==> run_1/floorplan.png <==
Scale bar: 50 um. Pins as bars on the die edge.
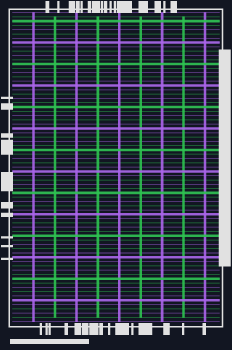
==> run_1/class_map.png <==
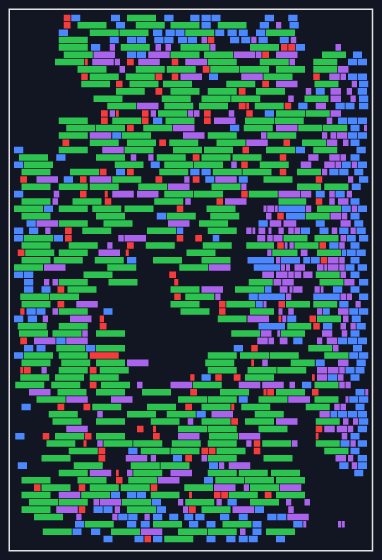
==> run_1/clock_wires.png <==
Scale bar: 50 um.
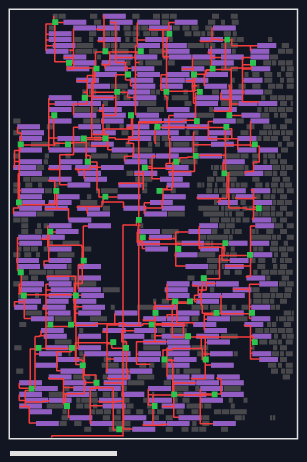
<file path="src/rtl/hpdcache_pkg.sv">
`default_nettype none
// ============================================================================
//  Module   : hpdcache_pkg
//  Purpose  : Shared types for the eviction controller: FSM state encoding,
//             eviction request record and writeback beat record, sized for
//             the default cache geometry.
//  Revision : 1.0 - initial release
// ============================================================================
package hpdcache_pkg;

  localparam int unsigned HPDCACHE_WAYS       = 4;
  localparam int unsigned HPDCACHE_SETS       = 64;
  localparam int unsigned HPDCACHE_TAG_WIDTH  = 20;
  localparam int unsigned HPDCACHE_DATA_WIDTH = 64;
  localparam int unsigned HPDCACHE_BEATS      = 4;
  localparam int unsigned HPDCACHE_SET_W      = $clog2(HPDCACHE_SETS);
  localparam int unsigned HPDCACHE_BEAT_W     = $clog2(HPDCACHE_BEATS);
  localparam int unsigned HPDCACHE_OFF_W      = $clog2(HPDCACHE_BEATS * HPDCACHE_DATA_WIDTH / 8);
  localparam int unsigned HPDCACHE_ADDR_W     = HPDCACHE_TAG_WIDTH + HPDCACHE_SET_W + HPDCACHE_OFF_W;

  typedef enum logic [2:0] {
    HPDCACHE_EVICT_IDLE  = 3'd0,
    HPDCACHE_EVICT_READ  = 3'd1,
    HPDCACHE_EVICT_DRAIN = 3'd2,
    HPDCACHE_EVICT_SEND  = 3'd3,
    HPDCACHE_EVICT_INVAL = 3'd4
  } hpdcache_evict_fsm_e;

  typedef struct packed {
    logic [HPDCACHE_SET_W-1:0]     set;
    logic [HPDCACHE_WAYS-1:0]      way;
    logic [HPDCACHE_TAG_WIDTH-1:0] tag;
    logic                          valid;
    logic                          dirty;
  } hpdcache_evict_req_t;

  typedef struct packed {
    logic [HPDCACHE_ADDR_W-1:0]     addr;
    logic [HPDCACHE_DATA_WIDTH-1:0] data;
    logic [HPDCACHE_BEAT_W-1:0]     beat;
    logic                           last;
  } hpdcache_wb_beat_t;

endpackage
`default_nettype wire

</file>
<file path="src/rtl/hpdcache_evict_ctrl_if.sv">
`default_nettype none
// ============================================================================
//  Module   : hpdcache_evict_ctrl_if
//  Purpose  : Bundles the eviction request, data-array read, writeback and
//             directory-invalidate signals of the eviction controller.
//  Modports : master - controller view (drives *_o, samples *_i)
//             slave  - environment view (victim select, data array, memory,
//                      directory)
//  Revision : 1.0 - initial release
// ============================================================================
interface hpdcache_evict_ctrl_if #(
  parameter int unsigned Ways      = 4,
  parameter int unsigned Sets      = 64,
  parameter int unsigned TagWidth  = 20,
  parameter int unsigned DataWidth = 64,
  parameter int unsigned Beats     = 4
);
  localparam int unsigned SetW  = $clog2(Sets);
  localparam int unsigned BeatW = $clog2(Beats);
  localparam int unsigned OffW  = $clog2(Beats * DataWidth / 8);
  localparam int unsigned AddrW = TagWidth + SetW + OffW;

  // eviction request
  logic                 evict_req_valid_i;
  logic                 evict_req_ready_o;
  logic [SetW-1:0]      evict_req_set_i;
  logic [Ways-1:0]      evict_req_way_i;
  logic [TagWidth-1:0]  evict_req_tag_i;
  logic                 evict_req_valid_line_i;
  logic                 evict_req_dirty_i;
  // data array read
  logic                 data_rd_o;
  logic [SetW-1:0]      data_rd_set_o;
  logic [Ways-1:0]      data_rd_way_o;
  logic [BeatW-1:0]     data_rd_beat_o;
  logic                 data_rd_gnt_i;
  logic [DataWidth-1:0] data_rd_data_i;
  // memory writeback
  logic                 wb_valid_o;
  logic                 wb_ready_i;
  logic [AddrW-1:0]     wb_addr_o;
  logic [DataWidth-1:0] wb_data_o;
  logic [BeatW-1:0]     wb_beat_o;
  logic                 wb_last_o;
  // directory invalidate
  logic                 dir_inval_o;
  logic [SetW-1:0]      dir_inval_set_o;
  logic [Ways-1:0]      dir_inval_way_o;
  logic                 busy_o;

  modport master (
    input  evict_req_valid_i, evict_req_set_i, evict_req_way_i, evict_req_tag_i,
           evict_req_valid_line_i, evict_req_dirty_i,
           data_rd_gnt_i, data_rd_data_i, wb_ready_i,
    output evict_req_ready_o, data_rd_o, data_rd_set_o, data_rd_way_o, data_rd_beat_o,
           wb_valid_o, wb_addr_o, wb_data_o, wb_beat_o, wb_last_o,
           dir_inval_o, dir_inval_set_o, dir_inval_way_o, busy_o
  );

  modport slave (
    output evict_req_valid_i, evict_req_set_i, evict_req_way_i, evict_req_tag_i,
           evict_req_valid_line_i, evict_req_dirty_i,
           data_rd_gnt_i, data_rd_data_i, wb_ready_i,
    input  evict_req_ready_o, data_rd_o, data_rd_set_o, data_rd_way_o, data_rd_beat_o,
           wb_valid_o, wb_addr_o, wb_data_o, wb_beat_o, wb_last_o,
           dir_inval_o, dir_inval_set_o, dir_inval_way_o, busy_o
  );

endinterface
`default_nettype wire

</file>
<file path="src/rtl/hpdcache_evict_linebuf.sv">
`default_nettype none
// ============================================================================
//  Module   : hpdcache_evict_linebuf
//  Purpose  : Holds one cache line (Beats x DataWidth) between the data-array
//             read and the memory writeback. Contents are never reset.
//  Ports    : clk_i     - clock
//             wen_i     - write enable
//             windex_i  - beat index to write
//             wdata_i   - beat data to write
//             rindex_i  - beat index to read (combinational)
//             rdata_o   - beat data read
//  Revision : 1.0 - initial release
// ============================================================================
module hpdcache_evict_linebuf #(
  parameter int unsigned Beats     = 4,
  parameter int unsigned DataWidth = 64,
  localparam int unsigned BeatW    = $clog2(Beats)
) (
  input  logic                 clk_i,
  input  logic                 wen_i,
  input  logic [BeatW-1:0]     windex_i,
  input  logic [DataWidth-1:0] wdata_i,
  input  logic [BeatW-1:0]     rindex_i,
  output logic [DataWidth-1:0] rdata_o
);

  logic [DataWidth-1:0] buf_q [Beats];

  for (genvar i = 0; i < Beats; i++) begin : g_entry
    logic [DataWidth-1:0] entry_d;

    always_comb begin
      entry_d = buf_q[i];
      if (wen_i && (windex_i == BeatW'(i))) begin
        entry_d = wdata_i;
      end
    end

    always_ff @(posedge clk_i) begin
      buf_q[i] <= entry_d;
    end
  end

  assign rdata_o = buf_q[rindex_i];

endmodule
`default_nettype wire

</file>
<file path="src/rtl/hpdcache_evict_ctrl.sv">
`default_nettype none
// ============================================================================
//  Module   : hpdcache_evict_ctrl
//  Purpose  : Eviction controller behind victim selection. Dirty valid lines
//             are read beat by beat into a local line buffer, written back to
//             memory, then invalidated; clean valid lines are only
//             invalidated; invalid lines are consumed with no side effect.
//  Ports    : clk_i  - clock
//             rst_i  - asynchronous active-high reset
//             bus    - request / data-read / writeback / invalidate bundle
//                      (hpdcache_evict_ctrl_if.master)
//  Revision : 1.0 - initial release
// ============================================================================
module hpdcache_evict_ctrl
  import hpdcache_pkg::*;
#(
  parameter int unsigned Ways      = 4,
  parameter int unsigned Sets      = 64,
  parameter int unsigned TagWidth  = 20,
  parameter int unsigned DataWidth = 64,
  parameter int unsigned Beats     = 4
) (
  input  logic                   clk_i,
  input  logic                   rst_i,
  hpdcache_evict_ctrl_if.master  bus
);

  localparam int unsigned SetW  = $clog2(Sets);
  localparam int unsigned BeatW = $clog2(Beats);
  localparam int unsigned OffW  = $clog2(Beats * DataWidth / 8);

  localparam logic [2:0] ST_IDLE  = HPDCACHE_EVICT_IDLE;
  localparam logic [2:0] ST_READ  = HPDCACHE_EVICT_READ;
  localparam logic [2:0] ST_DRAIN = HPDCACHE_EVICT_DRAIN;
  localparam logic [2:0] ST_SEND  = HPDCACHE_EVICT_SEND;
  localparam logic [2:0] ST_INVAL = HPDCACHE_EVICT_INVAL;

  localparam logic [BeatW-1:0] LAST_BEAT = BeatW'(Beats - 1);

  logic [2:0]          state_q, state_d;
  logic [BeatW-1:0]    rd_cnt_q, rd_cnt_d;
  logic [BeatW-1:0]    wb_cnt_q, wb_cnt_d;
  logic [SetW-1:0]     set_q, set_d;
  logic [Ways-1:0]     way_q, way_d;
  logic [TagWidth-1:0] tag_q, tag_d;
  // A granted read returns data on the following cycle; remember which beat.
  logic                rd_pend_q, rd_pend_d;
  logic [BeatW-1:0]    rd_pend_beat_q, rd_pend_beat_d;

  logic                 accept;
  logic                 rd_fire;
  logic                 wb_fire;
  logic [DataWidth-1:0] buf_rdata;

  assign accept  = bus.evict_req_valid_i && (state_q == ST_IDLE);
  assign rd_fire = (state_q == ST_READ) && bus.data_rd_gnt_i;
  assign wb_fire = (state_q == ST_SEND) && bus.wb_ready_i;

  always_comb begin
    state_d        = state_q;
    rd_cnt_d       = rd_cnt_q;
    wb_cnt_d       = wb_cnt_q;
    set_d          = set_q;
    way_d          = way_q;
    tag_d          = tag_q;
    rd_pend_d      = rd_fire;
    rd_pend_beat_d = rd_cnt_q;

    case (state_q)
      ST_IDLE: begin
        if (accept) begin
          set_d = bus.evict_req_set_i;
          way_d = bus.evict_req_way_i;
          tag_d = bus.evict_req_tag_i;
          // The dirty flag only matters for a valid line.
          if (bus.evict_req_valid_line_i && bus.evict_req_dirty_i) begin
            state_d  = ST_READ;
            rd_cnt_d = '0;
          end else if (bus.evict_req_valid_line_i) begin
            state_d = ST_INVAL;
          end
        end
      end
      ST_READ: begin
        if (rd_fire) begin
          rd_cnt_d = rd_cnt_q + BeatW'(1);
          if (rd_cnt_q == LAST_BEAT) begin
            state_d = ST_DRAIN;
          end
        end
      end
      ST_DRAIN: begin
        // Last read beat lands in the buffer during this cycle.
        state_d  = ST_SEND;
        wb_cnt_d = '0;
      end
      ST_SEND: begin
        if (wb_fire) begin
          wb_cnt_d = wb_cnt_q + BeatW'(1);
          if (wb_cnt_q == LAST_BEAT) begin
            state_d = ST_INVAL;
          end
        end
      end
      ST_INVAL: begin
        state_d = ST_IDLE;
      end
      default: begin
        state_d = ST_IDLE;
      end
    endcase
  end

  always_ff @(posedge clk_i or posedge rst_i) begin
    if (rst_i) begin
      state_q        <= ST_IDLE;
      rd_cnt_q       <= '0;
      wb_cnt_q       <= '0;
      set_q          <= '0;
      way_q          <= '0;
      tag_q          <= '0;
      rd_pend_q      <= 1'b0;
      rd_pend_beat_q <= '0;
    end else begin
      state_q        <= state_d;
      rd_cnt_q       <= rd_cnt_d;
      wb_cnt_q       <= wb_cnt_d;
      set_q          <= set_d;
      way_q          <= way_d;
      tag_q          <= tag_d;
      rd_pend_q      <= rd_pend_d;
      rd_pend_beat_q <= rd_pend_beat_d;
    end
  end

  hpdcache_evict_linebuf #(
    .Beats     (Beats),
    .DataWidth (DataWidth)
  ) u_linebuf (
    .clk_i    (clk_i),
    .wen_i    (rd_pend_q),
    .windex_i (rd_pend_beat_q),
    .wdata_i  (bus.data_rd_data_i),
    .rindex_i (wb_cnt_q),
    .rdata_o  (buf_rdata)
  );

  // Address/data fields are forced to zero outside their owning state so the
  // bus is quiet whenever the corresponding valid is low.
  assign bus.evict_req_ready_o = (state_q == ST_IDLE);
  assign bus.busy_o            = (state_q != ST_IDLE);

  assign bus.data_rd_o      = (state_q == ST_READ);
  assign bus.data_rd_set_o  = (state_q == ST_READ) ? set_q    : '0;
  assign bus.data_rd_way_o  = (state_q == ST_READ) ? way_q    : '0;
  assign bus.data_rd_beat_o = (state_q == ST_READ) ? rd_cnt_q : '0;

  assign bus.wb_valid_o = (state_q == ST_SEND);
  assign bus.wb_addr_o  = (state_q == ST_SEND) ? {tag_q, set_q, {OffW{1'b0}}} : '0;
  assign bus.wb_data_o  = (state_q == ST_SEND) ? buf_rdata : '0;
  assign bus.wb_beat_o  = (state_q == ST_SEND) ? wb_cnt_q  : '0;
  assign bus.wb_last_o  = (state_q == ST_SEND) && (wb_cnt_q == LAST_BEAT);

  assign bus.dir_inval_o     = (state_q == ST_INVAL);
  assign bus.dir_inval_set_o = (state_q == ST_INVAL) ? set_q : '0;
  assign bus.dir_inval_way_o = (state_q == ST_INVAL) ? way_q : '0;

`ifndef HPDCACHE_ASSERT_OFF
  a_way_onehot : assert property (
    @(posedge clk_i) disable iff (rst_i)
      accept |-> $onehot(bus.evict_req_way_i)
  );
`endif

endmodule
`default_nettype wire

</file>
<file path="src/flat_wrapper.sv">
// flat-port wrapper written by rule: the top's interface ports become plain ports
module hpdcache_evict_ctrl_flat import hpdcache_pkg::*;
#(
  parameter int unsigned Ways      = 4,
  parameter int unsigned Sets      = 64,
  parameter int unsigned TagWidth  = 20,
  parameter int unsigned DataWidth = 64,
  parameter int unsigned Beats     = 4
)
  (clk_i, rst_i, bus_evict_req_valid_i, bus_evict_req_set_i, bus_evict_req_way_i, bus_evict_req_tag_i, bus_evict_req_valid_line_i, bus_evict_req_dirty_i, bus_data_rd_gnt_i, bus_data_rd_data_i, bus_wb_ready_i, bus_evict_req_ready_o, bus_data_rd_o, bus_data_rd_set_o, bus_data_rd_way_o, bus_data_rd_beat_o, bus_wb_valid_o, bus_wb_addr_o, bus_wb_data_o, bus_wb_beat_o, bus_wb_last_o, bus_dir_inval_o, bus_dir_inval_set_o, bus_dir_inval_way_o, bus_busy_o);
  hpdcache_evict_ctrl_if #(.Ways(Ways), .Sets(Sets), .TagWidth(TagWidth), .DataWidth(DataWidth), .Beats(Beats)) bus_i ();
  input  logic clk_i;
  input  logic rst_i;
  input wire logic [$bits(bus_i.evict_req_valid_i)-1:0] bus_evict_req_valid_i;
  input wire logic [$bits(bus_i.evict_req_set_i)-1:0] bus_evict_req_set_i;
  input wire logic [$bits(bus_i.evict_req_way_i)-1:0] bus_evict_req_way_i;
  input wire logic [$bits(bus_i.evict_req_tag_i)-1:0] bus_evict_req_tag_i;
  input wire logic [$bits(bus_i.evict_req_valid_line_i)-1:0] bus_evict_req_valid_line_i;
  input wire logic [$bits(bus_i.evict_req_dirty_i)-1:0] bus_evict_req_dirty_i;
  input wire logic [$bits(bus_i.data_rd_gnt_i)-1:0] bus_data_rd_gnt_i;
  input wire logic [$bits(bus_i.data_rd_data_i)-1:0] bus_data_rd_data_i;
  input wire logic [$bits(bus_i.wb_ready_i)-1:0] bus_wb_ready_i;
  output wire logic [$bits(bus_i.evict_req_ready_o)-1:0] bus_evict_req_ready_o;
  output wire logic [$bits(bus_i.data_rd_o)-1:0] bus_data_rd_o;
  output wire logic [$bits(bus_i.data_rd_set_o)-1:0] bus_data_rd_set_o;
  output wire logic [$bits(bus_i.data_rd_way_o)-1:0] bus_data_rd_way_o;
  output wire logic [$bits(bus_i.data_rd_beat_o)-1:0] bus_data_rd_beat_o;
  output wire logic [$bits(bus_i.wb_valid_o)-1:0] bus_wb_valid_o;
  output wire logic [$bits(bus_i.wb_addr_o)-1:0] bus_wb_addr_o;
  output wire logic [$bits(bus_i.wb_data_o)-1:0] bus_wb_data_o;
  output wire logic [$bits(bus_i.wb_beat_o)-1:0] bus_wb_beat_o;
  output wire logic [$bits(bus_i.wb_last_o)-1:0] bus_wb_last_o;
  output wire logic [$bits(bus_i.dir_inval_o)-1:0] bus_dir_inval_o;
  output wire logic [$bits(bus_i.dir_inval_set_o)-1:0] bus_dir_inval_set_o;
  output wire logic [$bits(bus_i.dir_inval_way_o)-1:0] bus_dir_inval_way_o;
  output wire logic [$bits(bus_i.busy_o)-1:0] bus_busy_o;
  assign bus_i.evict_req_valid_i = bus_evict_req_valid_i;
  assign bus_i.evict_req_set_i = bus_evict_req_set_i;
  assign bus_i.evict_req_way_i = bus_evict_req_way_i;
  assign bus_i.evict_req_tag_i = bus_evict_req_tag_i;
  assign bus_i.evict_req_valid_line_i = bus_evict_req_valid_line_i;
  assign bus_i.evict_req_dirty_i = bus_evict_req_dirty_i;
  assign bus_i.data_rd_gnt_i = bus_data_rd_gnt_i;
  assign bus_i.data_rd_data_i = bus_data_rd_data_i;
  assign bus_i.wb_ready_i = bus_wb_ready_i;
  assign bus_evict_req_ready_o = bus_i.evict_req_ready_o;
  assign bus_data_rd_o = bus_i.data_rd_o;
  assign bus_data_rd_set_o = bus_i.data_rd_set_o;
  assign bus_data_rd_way_o = bus_i.data_rd_way_o;
  assign bus_data_rd_beat_o = bus_i.data_rd_beat_o;
  assign bus_wb_valid_o = bus_i.wb_valid_o;
  assign bus_wb_addr_o = bus_i.wb_addr_o;
  assign bus_wb_data_o = bus_i.wb_data_o;
  assign bus_wb_beat_o = bus_i.wb_beat_o;
  assign bus_wb_last_o = bus_i.wb_last_o;
  assign bus_dir_inval_o = bus_i.dir_inval_o;
  assign bus_dir_inval_set_o = bus_i.dir_inval_set_o;
  assign bus_dir_inval_way_o = bus_i.dir_inval_way_o;
  assign bus_busy_o = bus_i.busy_o;
  hpdcache_evict_ctrl #(.Ways(Ways), .Sets(Sets), .TagWidth(TagWidth), .DataWidth(DataWidth), .Beats(Beats)) u_core (.clk_i(clk_i), .rst_i(rst_i), .bus(bus_i));
endmodule
</file>
<file path="config.mk">
export PLATFORM = sky130hd
export DESIGN_NAME = hpdcache_evict_ctrl_flat
export DESIGN_NICKNAME = d
export VERILOG_FILES = /design/src/rtl/hpdcache_pkg.sv /design/src/rtl/hpdcache_evict_ctrl_if.sv /design/src/rtl/hpdcache_evict_linebuf.sv /design/src/rtl/hpdcache_evict_ctrl.sv /design/src/flat_wrapper.sv
export SDC_FILE = /design/constraint.sdc
export NUM_CORES = 1
export LEC_CHECK = 0
export CAP_MARGIN = 30
export CORE_ASPECT_RATIO = 1.5
export CORE_UTILIZATION = 45
export CTS_BUF_LIST = sky130_fd_sc_hd__clkbuf_4
export CTS_CLUSTER_DIAMETER = 80
export DETAILED_ROUTE_END_ITERATION = 8
export HOLD_SLACK_MARGIN = 0.12
export PLACE_DENSITY = 0.71
export SETUP_SLACK_MARGIN = 0.4
export SLEW_MARGIN = 10
export SYNTH_ARGS = -nofsm -noshare
export SYNTH_HDL_FRONTEND = slang
export SYNTH_SLANG_ARGS = --single-unit
</file>
<file path="constraint.sdc">
create_clock -name clk_i -period 12.6 [get_ports clk_i]
set_input_delay 2.52 -clock clk_i [delete_from_list [all_inputs] [get_ports clk_i]]
set_output_delay 2.52 -clock clk_i [all_outputs]
set_load 0.02 [all_outputs]
</file>
==> results.py, run 1 <==
# Generated from Yosys and OpenROAD reports
metrics = {
    "worst_setup_path": {
        "start_kind": "register",
        "path_cells": "buf_4 > mux4_2 > and3_1 > clkdlybuf4s50_1",
        "path_class": "register to primary output",
        "r2r-end": "u_core.tag_q[15]$_DFFE_PP0P_",
        "rrSetupSlack_ns": 10.48,
    },
    "pwr": {
        "power.share.switching_pct": 32.3,
        "ir_drop_mv": 0.128,
        "p_int_mw": 2.33,
    },
    "floorplan": {
        "die.size.y_um": 200,
        "die_w_um": 134,
        "chip_area_sq_um": 26800,
        "fp_util_pct": 45.7,
        "ios": 226,
    },
    "placement": {
        "gp_congestion": 0.781,
    },
    "logic_synthesis": {
        "largest_area_cell": "edfxtp_1",
        "mux_area_share_pct": 15.1,
        "synth.logic.top_family": "multiplexers",
        "edf_count": 256,
        "top_cells_by_count": "edfxtp_1, and3_1, mux4_2, dfrtp_1, mux2_2",
        "ys_cells": 602,
        "syn_avg_cell_area_sq_um": 19.6,
        "synthesis.area_sq_um": 11800,
        "ff_type": "edfxtp_1",
        "ys_sh_simple_pct": 7.66,
        "ys_seq_share_pct": 73.7,
    },
    "cells_and_area": {
        "area_growth_syn_to_layout_pct": 30.1,
        "lay_top_cells": "edfxtp_1, clkdlybuf4s50_1, clkbuf_4",
        "lay_top_count": "edfxtp_1",
    },
    "timing": {
        "finalHoldViolations": 0,
        "max_freq_mhz": 163,
        "drv_slew": 0,
        "tightestPinTransition_ns": 0.924,
        "layout_min_cycle_time_ns": 6.15,
        "fin_worst_skew_ns": 0.0215,
        "setup_slack_ns": 6.45,
        "relSlewSlack_pct": 38.3,
    },
    "min_path": {
        "hp-class": "register to register",
    },
    "global_routing": {
        "grt_pass1_wl_um": 39800,
        "grt_pass1_vias": 7259,
        "overflow": 0,
        "grt_usage_pct": 19.8,
        "grt_max_degree": 107,
    },
    "clock_network": {
        "cts.clk_slew.worst_paths_ns": 0.06,
    },
    "drt": {
        "drc": 0,
        "ant_nets": 0,
        "wirelength_um": 25900,
    },
    "status": {
        "status": "finished clean",
    },
}
-- floorplan.png (at the start) --
purple -> VSS
green -> VDD
met5 straps = 14
signal pins = 226

-- class_map.png (at the start) --
green -> sequential cells  # cells 296, share of their area 58%
blue -> remaining buffers and delay cells  # cells 236, share of their area 17%
red -> clock drivers and dummy loads  # cells 125, share of their area 6.0%
purple -> remaining logic cells  # cells 261, share of their area 19%

-- clock_wires.png (at the start) --
green -> clock-net drivers  # count 71
red -> clock wires  # length 3740 um
purple -> flip-flops  # count 296
flops lie = all over the die
clk latency late pin: 0.66 ns
Clk pwr share: 22.2%

[run 1: kinds of logic after synthesis]
group,after synthesis
AND/OR/NAND/NOR,145
multiplexers,94
adder cells (fa/ha/maj),2
buffers and inverters,52
flip-flops,296
AND-OR/OR-AND,12
other,1
[run 1: worst min path at each step]
stage,startpoint,to,slack [ns],depth (start not counted)
after floorplan,u_core.rd_cnt_q[1]$_DFFE_PP0P_,u_core.rd_pend_beat_q[1]$_DFF_PP0_,0.40,0
after global placement,u_core.rd_cnt_q[1]$_DFFE_PP0P_,u_core.rd_pend_beat_q[1]$_DFF_PP0_,0.44,0
after detailed placement,u_core.rd_cnt_q[1]$_DFFE_PP0P_,u_core.rd_pend_beat_q[1]$_DFF_PP0_,0.44,0
after CTS,u_core.rd_cnt_q[1]$_DFFE_PP0P_,u_core.rd_pend_beat_q[1]$_DFF_PP0_,0.47,0
after global routing,u_core.rd_cnt_q[1]$_DFFE_PP0P_,u_core.rd_pend_beat_q[1]$_DFF_PP0_,0.49,0
final,u_core.rd_cnt_q[1]$_DFFE_PP0P_,u_core.rd_pend_beat_q[1]$_DFF_PP0_,0.46,0
[run 1: metrics by stage]
| step | hold slack (ns) | utilization (%) | total power, mW |
|---|---|---|---|
| detailed placement | 0.442 | 55.5 | 2.69 |
| CTS | 0.465 | 59.0 | 3.47 |
| floorplan | 0.403 | - | 2.18 |
| global route | 0.492 | 59.5 | 3.63 |
| finish | 0.464 | 59.5 | 3.44 |
| global placement | 0.441 | 55.2 | 2.65 |
[run 1: power groups by stage]
stage / clock network (mW) / registers, mW / logic [mW]
global route: 0.838 / 1.39 / 1.39
global placement: 0 / 1.42 / 1.24
CTS: 0.791 / 1.41 / 1.27
finish: 0.763 / 1.37 / 1.31
detailed placement: 0 / 1.43 / 1.26
floorplan: 0 / 1.33 / 0.851
[run 1: sequential cells by signal, summed over array words and instances (netlist names)]
signal,cells
u_core.u_linebuf.buf_q,256
u_core.tag_q,20
u_core.set_q,6
u_core.way_q,4
u_core.state_q,3
u_core.rd_cnt_q,2
u_core.rd_pend_beat_q,2
u_core.wb_cnt_q,2
u_core.rd_pend_q,1
[run 1: metal layers]
| metal | vias up | routed length [um] | global-route usage (%) |
|---|---|---|---|
| met5 | - | 0 | 0 |
| li1 | 2993 | - | - |
| met1 | 3308 | 9670 | 22.4 |
| met2 | 243 | 14100 | 35.0 |
| met4 | 0 | 534 | 8.95 |
| met3 | 36 | 1610 | 4.86 |
[run 1: cell type report]
type | instances | area (sq um)
well taps | 333 | 417
repair buffers | 236 | 2460
flip-flops and latches | 296 | 8700
clock buffers | 104 | 781
inverters | 3 | 11.3
fillers | 1976 | 10400
diodes | 3 | 7.51
clock inverters | 21 | 110
multi-input cells | 258 | 2840
==> run 1 -> run 2 <==
==> constraint.sdc (replaced) <==
create_clock -name clk_i -period 5.76 [get_ports clk_i]
set_input_delay 1.152 -clock clk_i [delete_from_list [all_inputs] [get_ports clk_i]]
set_output_delay 1.152 -clock clk_i [all_outputs]
set_load 0.02 [all_outputs]
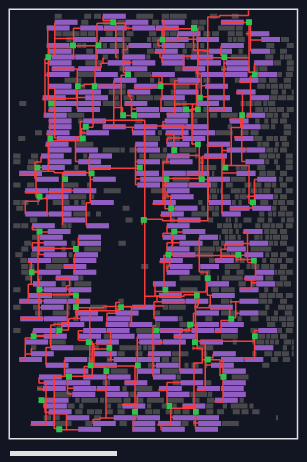
(run_2/clock_wires.png)
Scale bar: 50 um.
green -> clock-net drivers  # count 70
red -> clock wires  # length 3560 um
purple -> flip-flops  # count 296
flops lie = all over the die
routed clock nets = 71
clk latency late pin: 0.65 ns
Clk pwr share: 21.0%
Final Skew: 0.0145 ns
P_clk: 1.55 mW

==> run 2 against run 1 <==
Clock skew down 0.0071 ns. Sequential power grew 120%. Sequential cell count did not move. Die area did not move. Wire length is 2.0% lower.
==> results.py, run 2 <==
# Generated from Yosys and OpenROAD reports
metrics = {
    "status": {
        "status": "finished clean",
    },
    "global_routing": {
        "grt_pass1_vias": 7267,
        "grt_pass1_wl_um": 39500,
        "overflow": 0,
        "grt_usage_pct": 19.5,
        "grt_max_degree": 69,
        "antenna_found_initial": 5,
    },
    "floorplan": {
        "chip_area_sq_um": 26800,
        "ios": 226,
        "die_w_um": 134,
        "die.size.y_um": 200,
        "fp_util_pct": 45.7,
    },
    "pwr": {
        "ir_drop_mv": 0.262,
        "p_per_area_nw_per_um2": 484,
        "power_mw": 7.37,
    },
    "cells_and_area": {
        "area_growth_syn_to_layout_pct": 29.3,
        "largest_register_ffs": 256,
        "lay_top_count": "edfxtp_1",
        "utilization_pct": 59.1,
        "top_register": "u_core.u_linebuf.buf_q",
        "lay_top_cells": "edfxtp_1, clkdlybuf4s50_1, clkbuf_4",
        "reg_top3": "u_core.u_linebuf.buf_q (256), u_core.tag_q (20), u_core.set_q (6)",
    },
    "timing": {
        "layout_min_cycle_time_ns": 4.61,
        "relSlewSlack_pct": 38.8,
        "finalClockPeriodUsage_pct": 80.1,
        "hold_slack_ns": 0.498,
        "drv_slew": 0,
        "finalSetupViolations": 0,
        "max_freq_mhz": 217,
        "finalHoldViolations": 0,
        "tightestPinTransition_ns": 0.918,
        "rsz0062_at_grt": "no",
        "setup_slack_ns": 1.15,
    },
    "clock_network": {
        "cts_tree": "built",
        "cts_setup_buffers": 0,
        "cts.sinks": 296,
        "cts_htree_levels": 3,
        "cts.clk_slew.worst_paths_ns": 0.07,
    },
    "logic_synthesis": {
        "most_common_cell": "edfxtp_1",
        "edf_count": 256,
        "topCellsByArea": "edfxtp_1, mux4_2, dfrtp_1",
        "ys_seq_share_pct": 73.7,
        "top_cells_by_count": "edfxtp_1, and3_1, mux4_2, dfrtp_1, mux2_2",
        "synthesis.area_sq_um": 11800,
        "syn_avg_cell_area_sq_um": 19.6,
        "ys_types": 37,
        "ff_type": "edfxtp_1",
        "ys_cells": 602,
        "largest_area_cell": "edfxtp_1",
    },
    "worst_setup_path": {
        "start_kind": "register",
        "cp_max_fo": 59,
        "r2r_cells": 5,
        "end_kind": "primary output",
        "rrSetupSlack_ns": 2.93,
        "required_ns": 4.61,
        "path_class": "register to primary output",
    },
    "placement": {
        "io_buffers": 220,
        "gp_congestion": 0.810,
        "dp.cells": 1122,
    },
    "drt": {
        "ant_nets": 0,
        "drc": 0,
        "first_pass_iters": 4,
        "vias": 6605,
        "wirelength_um": 25400,
    },
    "min_path": {
        "hold_depth": 0,
        "hp-class": "register to register",
    },
}
==> run 2: cells by family after synthesis <==
logic type	count (synthesis)	synth area share, %
fa+ha+maj	2	0.212
buf+inv	52	2.53
mux	94	15.1
flops	296	73.7
simple gates	145	7.66
compound gates	12	0.722
other cells	1	0.0318
==> run 2: layout make-up <==
class                      count  area (sq um)
multi-input combinational    258          2850
clock inverter                22          85.1
antenna                        3          7.51
sequential                   296          8700
timing repair buffer         235          2430
tap                          333           417
fill                        2024         10500
clock buffer                  98           736
inverter                       3          11.3
==> run 2: critical path: stages, from the launching register on <==
cell	delay, ns
dfrtp_2	0.96
buf_4	0.53
nor3b_1	0.25
buf_4	0.22
and2_1	0.17
clkdlybuf4s50_1	0.60
==> run 2: final timing paths <==
check | startpoint | to
max in group asynchronous | rst_i | u_core.wb_cnt_q[0]$_DFFE_PP0P_
max reg2reg | u_core.state_q[0]$_DFFE_PP0P_ | u_core.tag_q[14]$_DFFE_PP0P_
min in group asynchronous | rst_i | u_core.tag_q[2]$_DFFE_PP0P_
max | u_core.state_q[0]$_DFFE_PP0P_ | bus_data_rd_set_o[0]
min reg2reg | u_core.rd_cnt_q[1]$_DFFE_PP0P_ | u_core.rd_pend_beat_q[1]$_DFF_PP0_
min | u_core.rd_cnt_q[1]$_DFFE_PP0P_ | u_core.rd_pend_beat_q[1]$_DFF_PP0_
==> run 2: report_power, final <==
| part | switching, mW | internal [mW] | leakage (nW) |
|---|---|---|---|
| Combinational | 1.31 | 1.45 | 2.17 |
| Clock | 0.762 | 0.786 | 0.501 |
| Sequential | 0.307 | 2.75 | 2.79 |
| Total | 2.38 | 4.99 | 5.47 |
==> run 2: metal layers <==
metal  up-vias  track usage [%]  wire, um
li1       2984                -         -
met1      3342             21.9      9610
met2       228             34.8     13600
met3        47             4.94      1540
met4         4             8.51       606
met5         -                0        25
Power is estimated from default activity; no workload was simulated.
